[src/rtl/puf_eval_sequencer_pkg.sv]
// ---------------------------------------------------------------------------
// puf_eval_sequencer_pkg
// Shared definitions for the PUF evaluation sequencer:
//   - state_t : FSM state encoding used by puf_eval_sequencer
//   - clog2   : constant-evaluable ceiling log2 used to size the nibble
//               pointer, the evaluation index and the timeout counter
// ---------------------------------------------------------------------------
package puf_eval_sequencer_pkg;

    typedef enum logic [2:0] {
        ST_IDLE,
        ST_ARM,
        ST_EVAL,
        ST_CAPT,
        ST_GAP,
        ST_DONE,
        ST_ERR
    } state_t;

    // Never returns less than 1 so that a value of 1 or 2 still yields a
    // usable one-bit vector.
    function automatic int clog2(input int value);
        int result;
        result = 1;
        for (int i = 1; i < 31; i++) begin
            if ((1 << i) < value) begin
                result = i + 1;
            end
        end
        return result;
    endfunction

endpackage

[src/rtl/puf_eval_sequencer_btn_sync_edge.sv]
// ---------------------------------------------------------------------------
// btn_sync_edge
// Brings an asynchronous button into the clock domain through a two-flop
// synchronizer and turns each rising edge into a registered one-cycle pulse.
// The pulse appears on the third clock edge after the pin goes high.
// Ports:
//   clock  in  system clock
//   reset  in  asynchronous active-high reset
//   din    in  raw asynchronous button level
//   pulse  out one-cycle pulse per rising edge of din
// ---------------------------------------------------------------------------
module btn_sync_edge (
    input  logic clock,
    input  logic reset,
    input  logic din,
    output logic pulse
);

    logic meta;
    logic sync;
    logic sync_d;

    // Two synchronizer stages, a delayed copy for edge detection, and the
    // edge pulse itself registered so it is glitch-free for the FSM.
    always_ff @(posedge clock or posedge reset) begin
        if (reset) begin
            meta   <= 1'b0;
            sync   <= 1'b0;
            sync_d <= 1'b0;
            pulse  <= 1'b0;
        end else begin
            meta   <= din;
            sync   <= meta;
            sync_d <= sync;
            pulse  <= sync & ~sync_d;
        end
    end

endmodule

[src/rtl/puf_eval_sequencer.sv]
// ---------------------------------------------------------------------------
// puf_eval_sequencer
// Loads a challenge from switches one nibble at a time, then runs RESP_BITS
// back-to-back evaluations of an external PUF core, using challenge
// (base ^ eval_index) for each, and assembles the response bits into one word
// (first evaluation in the MSB). Each evaluation has its own timeout.
// Ports:
//   clock, reset   system clock, asynchronous active-high reset
//   sw             switch nibble (asynchronous)
//   btn_load       write sw into the nibble at nib_ptr (IDLE only)
//   btn_run        start a run (from IDLE, DONE or ERR)
//   btn_stop       abort a run in progress
//   puf_challenge  challenge driven to the PUF core (shows base in IDLE)
//   puf_enable     replicated enable to the PUF core, all-ones in EVAL
//   puf_reset      one-cycle counter clear to the PUF core, high in ARM
//   puf_done       PUF finished (level, asynchronous)
//   puf_bit        PUF response bit, valid while puf_done is high
//   response       assembled response word
//   resp_valid     response holds a completed run
//   busy           run in progress (ARM, EVAL, CAPT, GAP)
//   err_timeout    sticky flag, last run timed out
//   nib_ptr        index of the next nibble to load
// ---------------------------------------------------------------------------
module puf_eval_sequencer
    import puf_eval_sequencer_pkg::*;
#(
    parameter int CHAL_W    = 10,
    parameter int NIB_W     = 4,
    parameter int N_CH      = 64,
    parameter int RESP_BITS = 16,
    parameter int TIMEOUT   = 4096
) (
    input  logic                 clock,
    input  logic                 reset,
    input  logic [NIB_W-1:0]     sw,
    input  logic                 btn_load,
    input  logic                 btn_run,
    input  logic                 btn_stop,
    output logic [CHAL_W-1:0]    puf_challenge,
    output logic [N_CH-1:0]      puf_enable,
    output logic                 puf_reset,
    input  logic                 puf_done,
    input  logic                 puf_bit,
    output logic [RESP_BITS-1:0] response,
    output logic                 resp_valid,
    output logic                 busy,
    output logic                 err_timeout,
    output logic [clog2((CHAL_W + NIB_W - 1) / NIB_W)-1:0] nib_ptr
);

    localparam int NCH   = (CHAL_W + NIB_W - 1) / NIB_W;
    localparam int NP_W  = clog2(NCH);
    localparam int EXT_W = NCH * NIB_W;
    // idx must be able to hold RESP_BITS itself, the value that ends a run.
    localparam int IDX_W = clog2(RESP_BITS + 1);
    localparam int TW    = clog2(TIMEOUT);

    state_t             state;
    logic [CHAL_W-1:0]  base;
    logic [IDX_W-1:0]   idx;
    logic [TW-1:0]      tcnt;

    logic [NIB_W-1:0]   sw_meta;
    logic [NIB_W-1:0]   sw_s;
    logic               done_meta;
    logic               done_s;
    logic               bit_meta;
    logic               bit_s;

    logic               load_p;
    logic               run_p;
    logic               stop_p;

    logic [EXT_W-1:0]   load_ext;
    logic [CHAL_W-1:0]  base_loaded;
    logic               busy_state;
    logic               run_ok;

    btn_sync_edge u_sync_load (
        .clock (clock),
        .reset (reset),
        .din   (btn_load),
        .pulse (load_p)
    );

    btn_sync_edge u_sync_run (
        .clock (clock),
        .reset (reset),
        .din   (btn_run),
        .pulse (run_p)
    );

    btn_sync_edge u_sync_stop (
        .clock (clock),
        .reset (reset),
        .din   (btn_stop),
        .pulse (stop_p)
    );

    // Level synchronizers for the switches and the PUF handshake. puf_bit
    // travels through the same depth as puf_done so the bit seen with the
    // synced done is the one the core presented alongside it.
    always_ff @(posedge clock or posedge reset) begin
        if (reset) begin
            sw_meta   <= '0;
            sw_s      <= '0;
            done_meta <= 1'b0;
            done_s    <= 1'b0;
            bit_meta  <= 1'b0;
            bit_s     <= 1'b0;
        end else begin
            sw_meta   <= sw;
            sw_s      <= sw_meta;
            done_meta <= puf_done;
            done_s    <= done_meta;
            bit_meta  <= puf_bit;
            bit_s     <= bit_meta;
        end
    end

    // Candidate base after a nibble write. The base is widened to a whole
    // number of nibbles so the last nibble can be written uniformly; the
    // bits above CHAL_W are then dropped.
    always_comb begin
        load_ext              = '0;
        load_ext[CHAL_W-1:0]  = base;
        for (int n = 0; n < NCH; n++) begin
            if (nib_ptr == NP_W'(n)) begin
                load_ext[n*NIB_W +: NIB_W] = sw_s;
            end
        end
        base_loaded = load_ext[CHAL_W-1:0];
    end

    assign busy_state = (state == ST_ARM) || (state == ST_EVAL) ||
                        (state == ST_CAPT) || (state == ST_GAP);
    assign run_ok     = (state == ST_IDLE) || (state == ST_DONE) ||
                        (state == ST_ERR);

    // Main sequencer. Stop beats run, and run beats load, so a load pulse
    // is only looked at inside IDLE when neither of the others is active.
    // All PUF-facing outputs are registered; the asynchronous reset clears
    // puf_enable without waiting for a clock edge.
    always_ff @(posedge clock or posedge reset) begin
        if (reset) begin
            state         <= ST_IDLE;
            base          <= '0;
            nib_ptr       <= '0;
            idx           <= '0;
            tcnt          <= '0;
            puf_challenge <= '0;
            puf_enable    <= '0;
            puf_reset     <= 1'b0;
            response      <= '0;
            resp_valid    <= 1'b0;
            busy          <= 1'b0;
            err_timeout   <= 1'b0;
        end else begin
            puf_reset <= 1'b0;
            if (stop_p && busy_state) begin
                state      <= ST_IDLE;
                puf_enable <= '0;
                resp_valid <= 1'b0;
                busy       <= 1'b0;
            end else if (run_p && run_ok) begin
                state         <= ST_ARM;
                idx           <= '0;
                resp_valid    <= 1'b0;
                err_timeout   <= 1'b0;
                puf_reset     <= 1'b1;
                puf_challenge <= base;
                puf_enable    <= '0;
                busy          <= 1'b1;
            end else begin
                case (state)
                    ST_IDLE: begin
                        if (load_p) begin
                            base          <= base_loaded;
                            puf_challenge <= base_loaded;
                            nib_ptr       <= (nib_ptr == NP_W'(NCH - 1)) ? '0
                                                                           : nib_ptr + 1'b1;
                        end else begin
                            puf_challenge <= base;
                        end
                    end
                    ST_ARM: begin
                        state      <= ST_EVAL;
                        puf_enable <= '1;
                        tcnt       <= '0;
                    end
                    ST_EVAL: begin
                        if (done_s) begin
                            state      <= ST_CAPT;
                            response   <= {response[RESP_BITS-2:0], bit_s};
                            puf_enable <= '0;
                            idx        <= idx + 1'b1;
                        end else if (tcnt == TW'(TIMEOUT - 1)) begin
                            state       <= ST_ERR;
                            puf_enable  <= '0;
                            err_timeout <= 1'b1;
                            resp_valid  <= 1'b0;
                            busy        <= 1'b0;
                        end else begin
                            tcnt <= tcnt + 1'b1;
                        end
                    end
                    ST_CAPT: begin
                        state <= ST_GAP;
                    end
                    ST_GAP: begin
                        // Wait for the core to release done before the next
                        // evaluation so one done level is never counted twice.
                        if (!done_s) begin
                            if (idx < IDX_W'(RESP_BITS)) begin
                                state         <= ST_ARM;
                                puf_reset     <= 1'b1;
                                puf_challenge <= base ^ CHAL_W'(idx);
                            end else begin
                                state      <= ST_DONE;
                                resp_valid <= 1'b1;
                                busy       <= 1'b0;
                            end
                        end
                    end
                    ST_DONE: begin
                        state <= ST_DONE;
                    end
                    ST_ERR: begin
                        state <= ST_ERR;
                    end
                    default: begin
                        state <= ST_IDLE;
                    end
                endcase
            end
        end
    end

endmodule

[config.mk]
export PLATFORM = sky130hd
export DESIGN_NAME = puf_eval_sequencer
export DESIGN_NICKNAME = d
export VERILOG_FILES = /design/src/rtl/puf_eval_sequencer_pkg.sv /design/src/rtl/puf_eval_sequencer_btn_sync_edge.sv /design/src/rtl/puf_eval_sequencer.sv
export SDC_FILE = /design/constraint.sdc
export NUM_CORES = 1
export LEC_CHECK = 0
export ABC_AREA = 0
export CORE_MARGIN = 3
export CORE_UTILIZATION = 37
export DETAILED_ROUTE_END_ITERATION = 16
export GPL_TIMING_DRIVEN = 1
export SYNTH_ARGS = -nofsm -noshare
export SYNTH_HDL_FRONTEND = slang
export SYNTH_HIERARCHICAL = 1
export SYNTH_SLANG_ARGS = --single-unit
[constraint.sdc]
create_clock -name clock -period 2.5 [get_ports clock]
set_clock_uncertainty 0.15 [all_clocks]
set_input_delay 0.25 -clock clock [delete_from_list [all_inputs] [get_ports clock]]
set_output_delay 0.25 -clock clock [all_outputs]
set_load 0.01 [all_outputs]
**Cell outlines without signal wires**

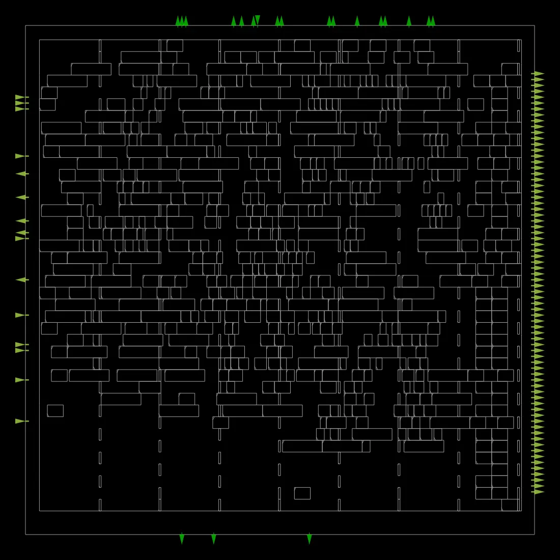
post-layout utilization of the core: 0.475
Seq cells: 87
core area: 12100 um^2

**Metal 2**

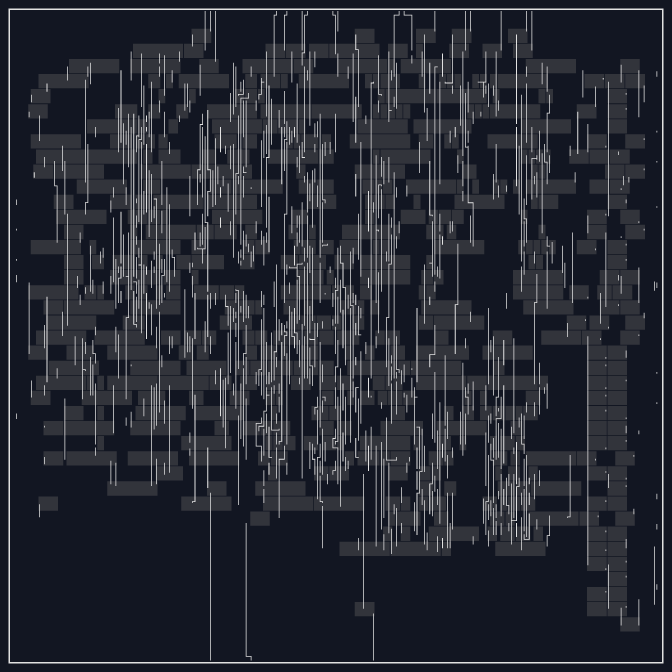
longest straight run: 53.2 um
wire length on this layer: 4530 um
main direction: vertical
share of all routed wire: 47%
nets with wire on the layer: 466

==> reports/notes.md <==
* **cell with the largest stage delay on the worst path** or4_1
* **result of the run** finished, final reports clean
* **synth-to-layout area growth** 25.0%
* **multiplexer area fraction after synthesis** 0.0332
* **number of standard cells reported by yosys** 477
* **Synth async-reset ratio** 1.00
* **pin count of the biggest net entering global routing** 39
* **setup repair bufs after CTS** 0
* **TritonRoute pass-1 iters** 4
* **final count of hold timing violations** 0
* **latest clock arrival within the worst-skew pair** 0.34 ns
* **chip height** 118 um
* **hold_ws** 0.0431 ns
* **and+or+nand+nor area frac** 0.233
* **final count of negative-setup-slack endpoints** 0
* **WP data required** 2.61 ns
* **Crit Reg-Reg Endpoint** tcnt[9]
* **peak per-stage delay on the critical path** 0.63 ns
* **average detailed-routed wire length per instance** 13.9 um
* **clock tree from TritonCTS** built
* **post-detailed-placement half-perimeter wirelength** 7020 um
* **Relative slew margins** 0.240
* **net count after synthesis** 490
* **Vias** 3553
* **tool warning count** 26
* **share of layout cells above drive strength 1** 0.121
* **fmax** 442 MHz
* **type of element launching the critical path** flip-flop
* **number of standard cells after synthesis** 477
* **number of placed I/O pins** 107
* **nets@finish** 539
* **number of global-route vias before repair** 3329
* **clock-pin transition on the worst setup and hold timing paths** 0.06 ns
* **Worst setup endpoint** tcnt[9]
* **list of cells traversed by the critical path** nor3b_1 -> o21ai_1 -> or4_1 -> a21oi_1
* **x dimension of the die** 118 um
* **RSZ-0062 raised after global routing** no
* **vias per inst** 5.09
* **share of the yosys chip area belonging to registers** 0.473
* **startpoint-to-endpoint class of the critical path** flip-flop to flip-flop
* **register-to-register path setup slack** 0.24 ns
* **Distinct lib cells used** 63
* **Critical Path Fanout Max** 19
* **Total Routed Length** 9730 um
* **class of the most critical hold timing path** input pin to async pin
**Selected gate families**

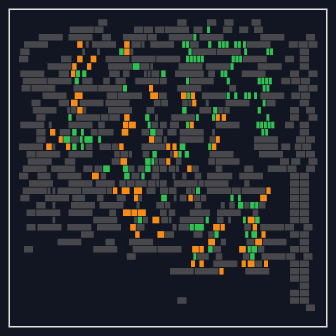
legend:
  aoi and oai cells:
    color: orange
    cells: 68
    most_used: o21ai_0
  nand cells:
    color: green
    cells: 107
    most_used: nand2_1

-- metal layers --
| metal | up-vias | GRT usage | part of all wire |
|---|---|---|---|
| met1 | 1737 | 0.183 | 0.45 |
| met3 | 9 | 0.0495 | 0.072 |
| met4 | 0 | 0.0293 | 0.0080 |
| met2 | 110 | 0.226 | 0.47 |
| li1 | 1697 | - | - |
| met5 | - | 0 | 0 |
-- sequential cells by signal, indices dropped and copies added (netlist names), 2 cells and up --
signal / cells
response: 16
base: 10
tcnt: 12
state: 3
puf_challenge: 10
sw_meta: 4
sw_s: 4
nib_ptr: 2
idx: 5
-- Yosys cell counts, types with 4 or more instances --
cell	instances	share of area
a21o_1	5	0.0082
a21oi_1	14	0.015
a31oi_1	10	0.014
and3_1	4	0.0054
and3b_1	4	0.0076
buf_2	8	0.0087
buf_4	65	0.11
clkbuf_1	13	0.011
dfrtp_1	87	0.47
inv_1	8	0.0065
mux2_2	10	0.024
mux2i_1	4	0.0087
nand2_1	71	0.058
nand2b_1	6	0.0082
nand3_1	21	0.023
nand4_1	4	0.0054
nor2_1	25	0.020
nor2b_1	6	0.0082
nor3b_1	5	0.0082
o21ai_0	18	0.020
o22ai_1	4	0.0054
o31ai_1	12	0.020
or2_2	5	0.0068
or4_1	8	0.013
-- final cells by class --
| class | count | area, um^2 | share of cell area |
|---|---|---|---|
| inverters | 8 | 30.0 | 0.00522 |
| flip-flops and latches | 87 | 2180 | 0.379 |
| clock buffers | 10 | 229 | 0.0398 |
| well taps | 168 | 210 | 0.0365 |
| repair buffers | 126 | 1240 | 0.215 |
| multi-input cells | 294 | 1810 | 0.315 |
| clock inverters | 5 | 60.1 | 0.0104 |
-- power by group --
group / leakage, nW / internal, W / switching [W]
clock network: 0.127 / 0.000768 / 0.000543
registers: 1.11 / 0.00172 / 0.000309
logic: 1.21 / 0.00158 / 0.00135
total: 2.45 / 0.00406 / 0.00220
-- through the flow --
step	power (W)	area, um^2	worst slack (ns)	std cells
3_3_place_gp	0.00493	5460	0.285	683
6_report	0.00626	5750	0.235	698
5_1_grt	0.00666	5750	0.0347	698
3_5_place_dp	0.00499	5460	0.213	683
4_1_cts	0.00633	5750	0.196	698
2_1_floorplan	0.00405	4600	0.190	477
-- placed cells by master, fill, tap and decap left out, types with 4 or more instances in the layout --
cell | Yosys | layout
a21o_1 | 5 | 5
a21oi_1 | 14 | 14
a31oi_1 | 10 | 10
and3_1 | 4 | 4
and3b_1 | 4 | 4
buf_4 | 65 | 18
clkbuf_16 | 0 | 9
clkdlybuf4s50_1 | 0 | 106
clkinvlp_4 | 0 | 4
dfrtp_1 | 87 | 86
inv_1 | 8 | 7
mux2_2 | 10 | 10
mux2i_1 | 4 | 4
nand2_1 | 71 | 71
nand2b_1 | 6 | 6
nand3_1 | 21 | 21
nand4_1 | 4 | 4
nor2_1 | 25 | 25
nor2b_1 | 6 | 6
nor3b_1 | 5 | 5
o21ai_0 | 18 | 18
o22ai_1 | 4 | 4
o31ai_1 | 12 | 12
or2_2 | 5 | 5
or4_1 | 8 | 8
No activity file was given, so power comes from the tool's default toggle rates.
